$ cat src/rtl/npu_host_seq.sv
// npu_host_seq: bus-initiator sequencer for the NPU host port.
// Accepts WRITE/READ/POLL commands over a valid/ready channel, issues
// single-cycle ena/wea strobes, and returns read data and status on a
// valid/ready response channel.
// Optional build macro NPU_SEQ_STATS_EN adds saturating strobe/retry counters.
module npu_host_seq #(
  parameter int READ_LAT = 1,
  parameter int POLL_MAX = 1024,
  parameter int POLL_GAP = 1,
  parameter int CNT_W    = 16
) (
  input  logic              clk,
  input  logic              rst,
  input  logic              cmd_valid,
  output logic              cmd_ready,
  input  logic [1:0]        cmd_op,
  input  logic [15:0]       cmd_addr,
  input  logic [31:0]       cmd_data,
  input  logic [31:0]       cmd_mask,
  output logic              rsp_valid,
  input  logic              rsp_ready,
  output logic [31:0]       rsp_data,
  output logic              rsp_err,
  output logic              busy,
  output logic              ena,
  output logic              wea,
  output logic [15:0]       addra,
  output logic [31:0]       dina,
  input  logic [31:0]       douta
`ifdef NPU_SEQ_STATS_EN
  ,
  output logic [CNT_W-1:0]  stat_wr,
  output logic [CNT_W-1:0]  stat_rd,
  output logic [CNT_W-1:0]  stat_poll_retry
`endif
);

  localparam int LAT_W = (READ_LAT > 1) ? $clog2(READ_LAT) : 1;
  localparam int GAP_W = (POLL_GAP > 1) ? $clog2(POLL_GAP) : 1;

  typedef enum logic [1:0] {
    OP_WR   = 2'b00,
    OP_RD   = 2'b01,
    OP_POLL = 2'b10,
    OP_RSVD = 2'b11
  } op_e;

  typedef enum logic [2:0] {
    IDLE, WR, RD, RD_WAIT, CHECK, GAP, RSP
  } state_e;

  state_e             state_q;
  op_e                op_q;
  logic [31:0]        data_q;
  logic [31:0]        mask_q;
  logic [CNT_W-1:0]   attempts_q;
  logic [LAT_W-1:0]   lat_q;
  logic [GAP_W-1:0]   gap_q;
  logic               cmd_ready_q;
  logic               ena_q;
  logic               wea_q;
  logic [15:0]        addra_q;
  logic [31:0]        dina_q;
  logic               rsp_valid_q;
  logic [31:0]        rsp_data_q;
  logic               rsp_err_q;
  logic               poll_miss;

  // Poll compare runs on the value captured at the end of RD_WAIT.
  assign poll_miss = ((rsp_data_q ^ data_q) & mask_q) != 32'h0;

  assign cmd_ready = cmd_ready_q;
  assign busy      = (state_q != IDLE);
  assign ena       = ena_q;
  assign wea       = wea_q;
  assign addra     = addra_q;
  assign dina      = dina_q;
  assign rsp_valid = rsp_valid_q;
  assign rsp_data  = rsp_data_q;
  assign rsp_err   = rsp_err_q;

  // Main sequencer: state, bus strobes and response registers move together.
  always_ff @(posedge clk or posedge rst) begin
    if (rst) begin
      state_q     <= IDLE;
      op_q        <= OP_WR;
      data_q      <= '0;
      mask_q      <= '0;
      attempts_q  <= '0;
      lat_q       <= '0;
      gap_q       <= '0;
      cmd_ready_q <= 1'b0;
      ena_q       <= 1'b0;
      wea_q       <= 1'b0;
      addra_q     <= '0;
      dina_q      <= '0;
      rsp_valid_q <= 1'b0;
      rsp_data_q  <= '0;
      rsp_err_q   <= 1'b0;
    end else begin
      // Strobes are single-cycle; only the entering transition raises them.
      ena_q       <= 1'b0;
      wea_q       <= 1'b0;
      cmd_ready_q <= 1'b0;
      case (state_q)
        IDLE: begin
          cmd_ready_q <= 1'b1;
          if (cmd_valid && cmd_ready_q) begin
            cmd_ready_q <= 1'b0;
            op_q        <= op_e'(cmd_op);
            data_q      <= cmd_data;
            mask_q      <= cmd_mask;
            attempts_q  <= '0;
            case (op_e'(cmd_op))
              OP_WR: begin
                state_q <= WR;
                ena_q   <= 1'b1;
                wea_q   <= 1'b1;
                addra_q <= cmd_addr;
                dina_q  <= cmd_data;
              end
              OP_RD, OP_POLL: begin
                state_q <= RD;
                ena_q   <= 1'b1;
                addra_q <= cmd_addr;
              end
              default: begin
                state_q     <= RSP;
                rsp_valid_q <= 1'b1;
                rsp_data_q  <= '0;
                rsp_err_q   <= 1'b1;
              end
            endcase
          end
        end
        WR: begin
          state_q     <= IDLE;
          cmd_ready_q <= 1'b1;
        end
        RD: begin
          state_q <= RD_WAIT;
          lat_q   <= '0;
        end
        RD_WAIT: begin
          if (lat_q == LAT_W'(READ_LAT - 1)) begin
            rsp_data_q <= douta;
            if (op_q == OP_POLL) begin
              state_q <= CHECK;
            end else begin
              state_q     <= RSP;
              rsp_valid_q <= 1'b1;
              rsp_err_q   <= 1'b0;
            end
          end else begin
            lat_q <= lat_q + LAT_W'(1);
          end
        end
        CHECK: begin
          if (!poll_miss) begin
            state_q     <= RSP;
            rsp_valid_q <= 1'b1;
            rsp_err_q   <= 1'b0;
          end else begin
            attempts_q <= attempts_q + CNT_W'(1);
            if (attempts_q + CNT_W'(1) == CNT_W'(POLL_MAX)) begin
              // Timeout: report the last value read with the error flag.
              state_q     <= RSP;
              rsp_valid_q <= 1'b1;
              rsp_err_q   <= 1'b1;
            end else if (POLL_GAP == 0) begin
              state_q <= RD;
              ena_q   <= 1'b1;
            end else begin
              state_q <= GAP;
              gap_q   <= '0;
            end
          end
        end
        GAP: begin
          if (gap_q == GAP_W'(POLL_GAP - 1)) begin
            state_q <= RD;
            ena_q   <= 1'b1;
          end else begin
            gap_q <= gap_q + GAP_W'(1);
          end
        end
        RSP: begin
          if (rsp_ready) begin
            rsp_valid_q <= 1'b0;
            state_q     <= IDLE;
            cmd_ready_q <= 1'b1;
          end
        end
        default: state_q <= IDLE;
      endcase
    end
  end

`ifdef NPU_SEQ_STATS_EN
  logic [CNT_W-1:0] stat_wr_q, stat_rd_q, stat_retry_q;

  assign stat_wr         = stat_wr_q;
  assign stat_rd         = stat_rd_q;
  assign stat_poll_retry = stat_retry_q;

  // Saturating counters keyed off the strobe cycles and failed poll compares.
  always_ff @(posedge clk or posedge rst) begin
    if (rst) begin
      stat_wr_q    <= '0;
      stat_rd_q    <= '0;
      stat_retry_q <= '0;
    end else begin
      if (state_q == WR && stat_wr_q != '1)
        stat_wr_q <= stat_wr_q + CNT_W'(1);
      if (state_q == RD && stat_rd_q != '1)
        stat_rd_q <= stat_rd_q + CNT_W'(1);
      if (state_q == CHECK && poll_miss && stat_retry_q != '1)
        stat_retry_q <= stat_retry_q + CNT_W'(1);
    end
  end
`endif

endmodule

$ cat config.mk
export PLATFORM = sky130hd
export DESIGN_NAME = npu_host_seq
export DESIGN_NICKNAME = d
export VERILOG_FILES = /design/src/rtl/npu_host_seq.sv
export SDC_FILE = /design/constraint.sdc
export NUM_CORES = 1
export LEC_CHECK = 0
export ABC_AREA = 1
export CAP_MARGIN = 40
export CORE_MARGIN = 8
export CORE_UTILIZATION = 48
export DETAILED_ROUTE_END_ITERATION = 10
export GPL_ROUTABILITY_DRIVEN = 0
export GPL_TIMING_DRIVEN = 0
export PLACE_DENSITY = 0.91
export RECOVER_POWER = 25
export REMOVE_ABC_BUFFERS = 1
export SYNTH_ARGS = -nofsm -noshare
export SYNTH_HDL_FRONTEND = slang
export SYNTH_SLANG_ARGS = --single-unit
$ cat constraint.sdc
create_clock -name clk -period 11.35 [get_ports clk]
set_input_delay 1.135 -clock clk [delete_from_list [all_inputs] [get_ports clk]]
set_output_delay 1.135 -clock clk [all_outputs]
set_load 0.05 [all_outputs]
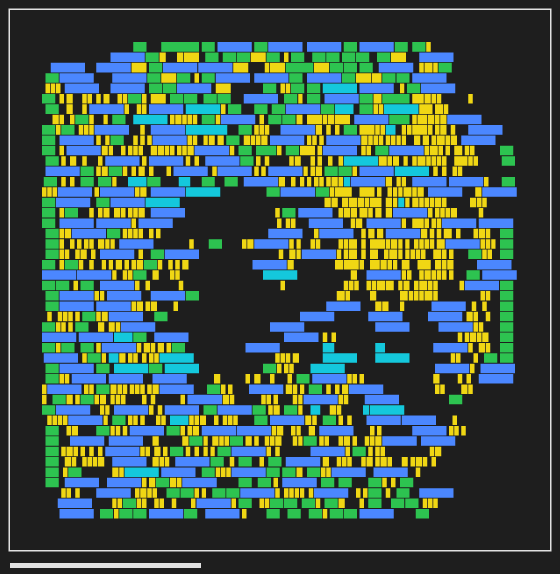
(placed cells, one colour a class)
Bar = 50 um.
- yellow: all other logic (cells 730)
- blue: flip-flops (cells 170)
- cyan: clock drivers and dummy loads (cells 31)
- green: other buffers and delay cells (cells 208)
Core Area: 15700 um^2
design area: 10400 um^2
fraction of area in registers: 0.409

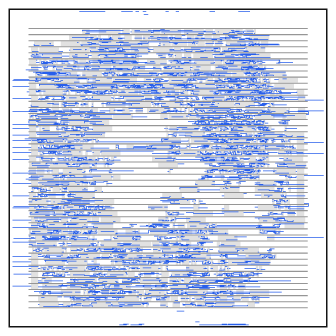
(M1 wires)
Supply wires on this layer in grey.
- wire length on this layer: 8540 um
- main direction: horizontal
routed vias: 6869
final wirelength: 22.3 mm
M1 GR Usage: 0.254

==> out/qor.yml <==
status: "finished, violations left"
violations: "max-capacitance violations, max-slew violations"
rows: 46
setup_viol: 0
final_nets: 1246
die_area_um2: 20000
drive_gt1_frac: 0.0676
die_w_um: 142
ys_async_sr_fraction: 1.00
top_cells_by_area: "dfrtp_1 56%, nand2_1 20%, o21ai_0 5.2%"
track_usage: 0.229
critPathTopFamily: "simple AND/OR/NAND/NOR gates"
hp-class: "register to register"
fp_util: 0.484
post-route-min-period_ps: 4310
drc: 0
tool_warnings: 27
reg2reg_from: "state_q[1]"
ant_nets: 0
slew_viol_final: 70
cap_violations: 1
rsz0062_at_grt: "false"
post_cts_resize_count: 0
worst_path_most_repeated_cell: "nand2_1"
path_max_fanout: 42
crit_path_start: "cmd_valid"
power_density_nw_per_um2: 299
first_pass_iters: 5
cp_num_cells: 8
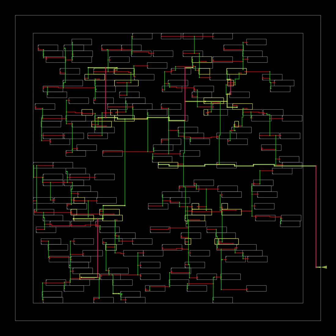
(the clock network)
skew final: 13.3 ps
clk pwr: 565 uW
cts bufs inserted: 17
CLK BUF: 21
Seq cells: 170

==> state kept, by name (all words and copies together) (netlist names) <==
register,count
mask_q,32
addra,16
cmd_ready,1
dina,32
rsp_valid,1
op_q,2
attempts_q,16
rsp_err,1
rsp_data,32
data_q,32
wea,1
ena,1
state_q,3
==> layout make-up <==
class / instances / area share
inverters: 99 / 0.0359
flip-flops and latches: 170 / 0.409
clock buffers: 21 / 0.0462
repair buffers: 208 / 0.205
multi-input cells: 631 / 0.269
clock inverters: 10 / 0.00890
well taps: 216 / 0.0260
==> metrics by stage <==
stage	total power, mW	instance area (um^2)	hold slack (ps)	utilization	cells
6_report	3.10	10400	470	0.664	1355
3_3_place_gp	2.47	9730	455	0.622	1319
4_1_cts	3.12	10400	474	0.665	1355
5_1_grt	3.29	10400	488	0.664	1355
3_5_place_dp	2.54	9840	459	0.628	1324
2_1_floorplan	2.00	7430	442	-	900
==> how the worst min path moves through the flow <==
| stage | start | to | slack (ps) | cells after the start |
|---|---|---|---|---|
| 2_1_floorplan | op_q[1] | op_q[1] | 440 | 2 |
| 3_3_place_gp | mask_q[3] | mask_q[3] | 460 | 2 |
| 3_5_place_dp | mask_q[7] | mask_q[7] | 460 | 2 |
| 4_1_cts | mask_q[3] | mask_q[3] | 470 | 2 |
| 5_1_grt | mask_q[10] | mask_q[10] | 490 | 2 |
| 6_report | mask_q[3] | mask_q[3] | 470 | 2 |
==> placed cells by master (no fill, tap or decap), drive strengths merged <==
cell	n
o311ai	1
o21ai	81
o21a	1
clkbuf	21
inv	98
mux2	16
dlygate4sd3	2
nand4	5
nand3	51
nor2	41
a31oi	1
bufinv	1
ha	1
nand2	418
buf	5
o211ai	1
o22ai	6
a21oi	3
clkinv	5
clkinvlp	5
dfrtp	170
clkdlybuf4s50	201
o21bai	1
o211a	1
nor3	1
xor2	2
==> worst reg2reg max path, cell delays in order (launching register included) <==
cell and delay [ps]:
dfrtp_1 470, nor2_1 150, nand2_2 130, nor2_1 1060, buf_12 310, nand2_2 490
inv_2 770, nand2_1 150, nand2_1 100
==> report_power, final <==
group / internal (mW) / switching [mW]
logic: 0.494 / 0.991
clock network: 0.324 / 0.242
registers: 0.878 / 0.175
total: 1.70 / 1.41
==> cell families (layout without fill, tap and decap cells) <==
family | Yosys count | after routing | share of synthesized area
adders and majority gates | 1 | 1 | 0.00165
DFF | 170 | 170 | 0.562
AOI/OAI and AO/OA | 96 | 96 | 0.0668
xor gates and xnor gates | 2 | 2 | 0.00231
and+or+nand+nor | 516 | 516 | 0.276
muxes | 16 | 16 | 0.0238
buffers and inverters | 128 | 338 | 0.0674
==> metal layers <==
layer / vias up / part of all wire / global-route usage
li1: 3292 / - / -
met1: 3290 / 0.38 / 0.254
met2: 243 / 0.52 / 0.405
met3: 42 / 0.077 / 0.0712
met4: 2 / 0.025 / 0.0848
met5: - / 0.00040 / 0
Power figures rest on the tool's default switching activity, not on a simulated workload.
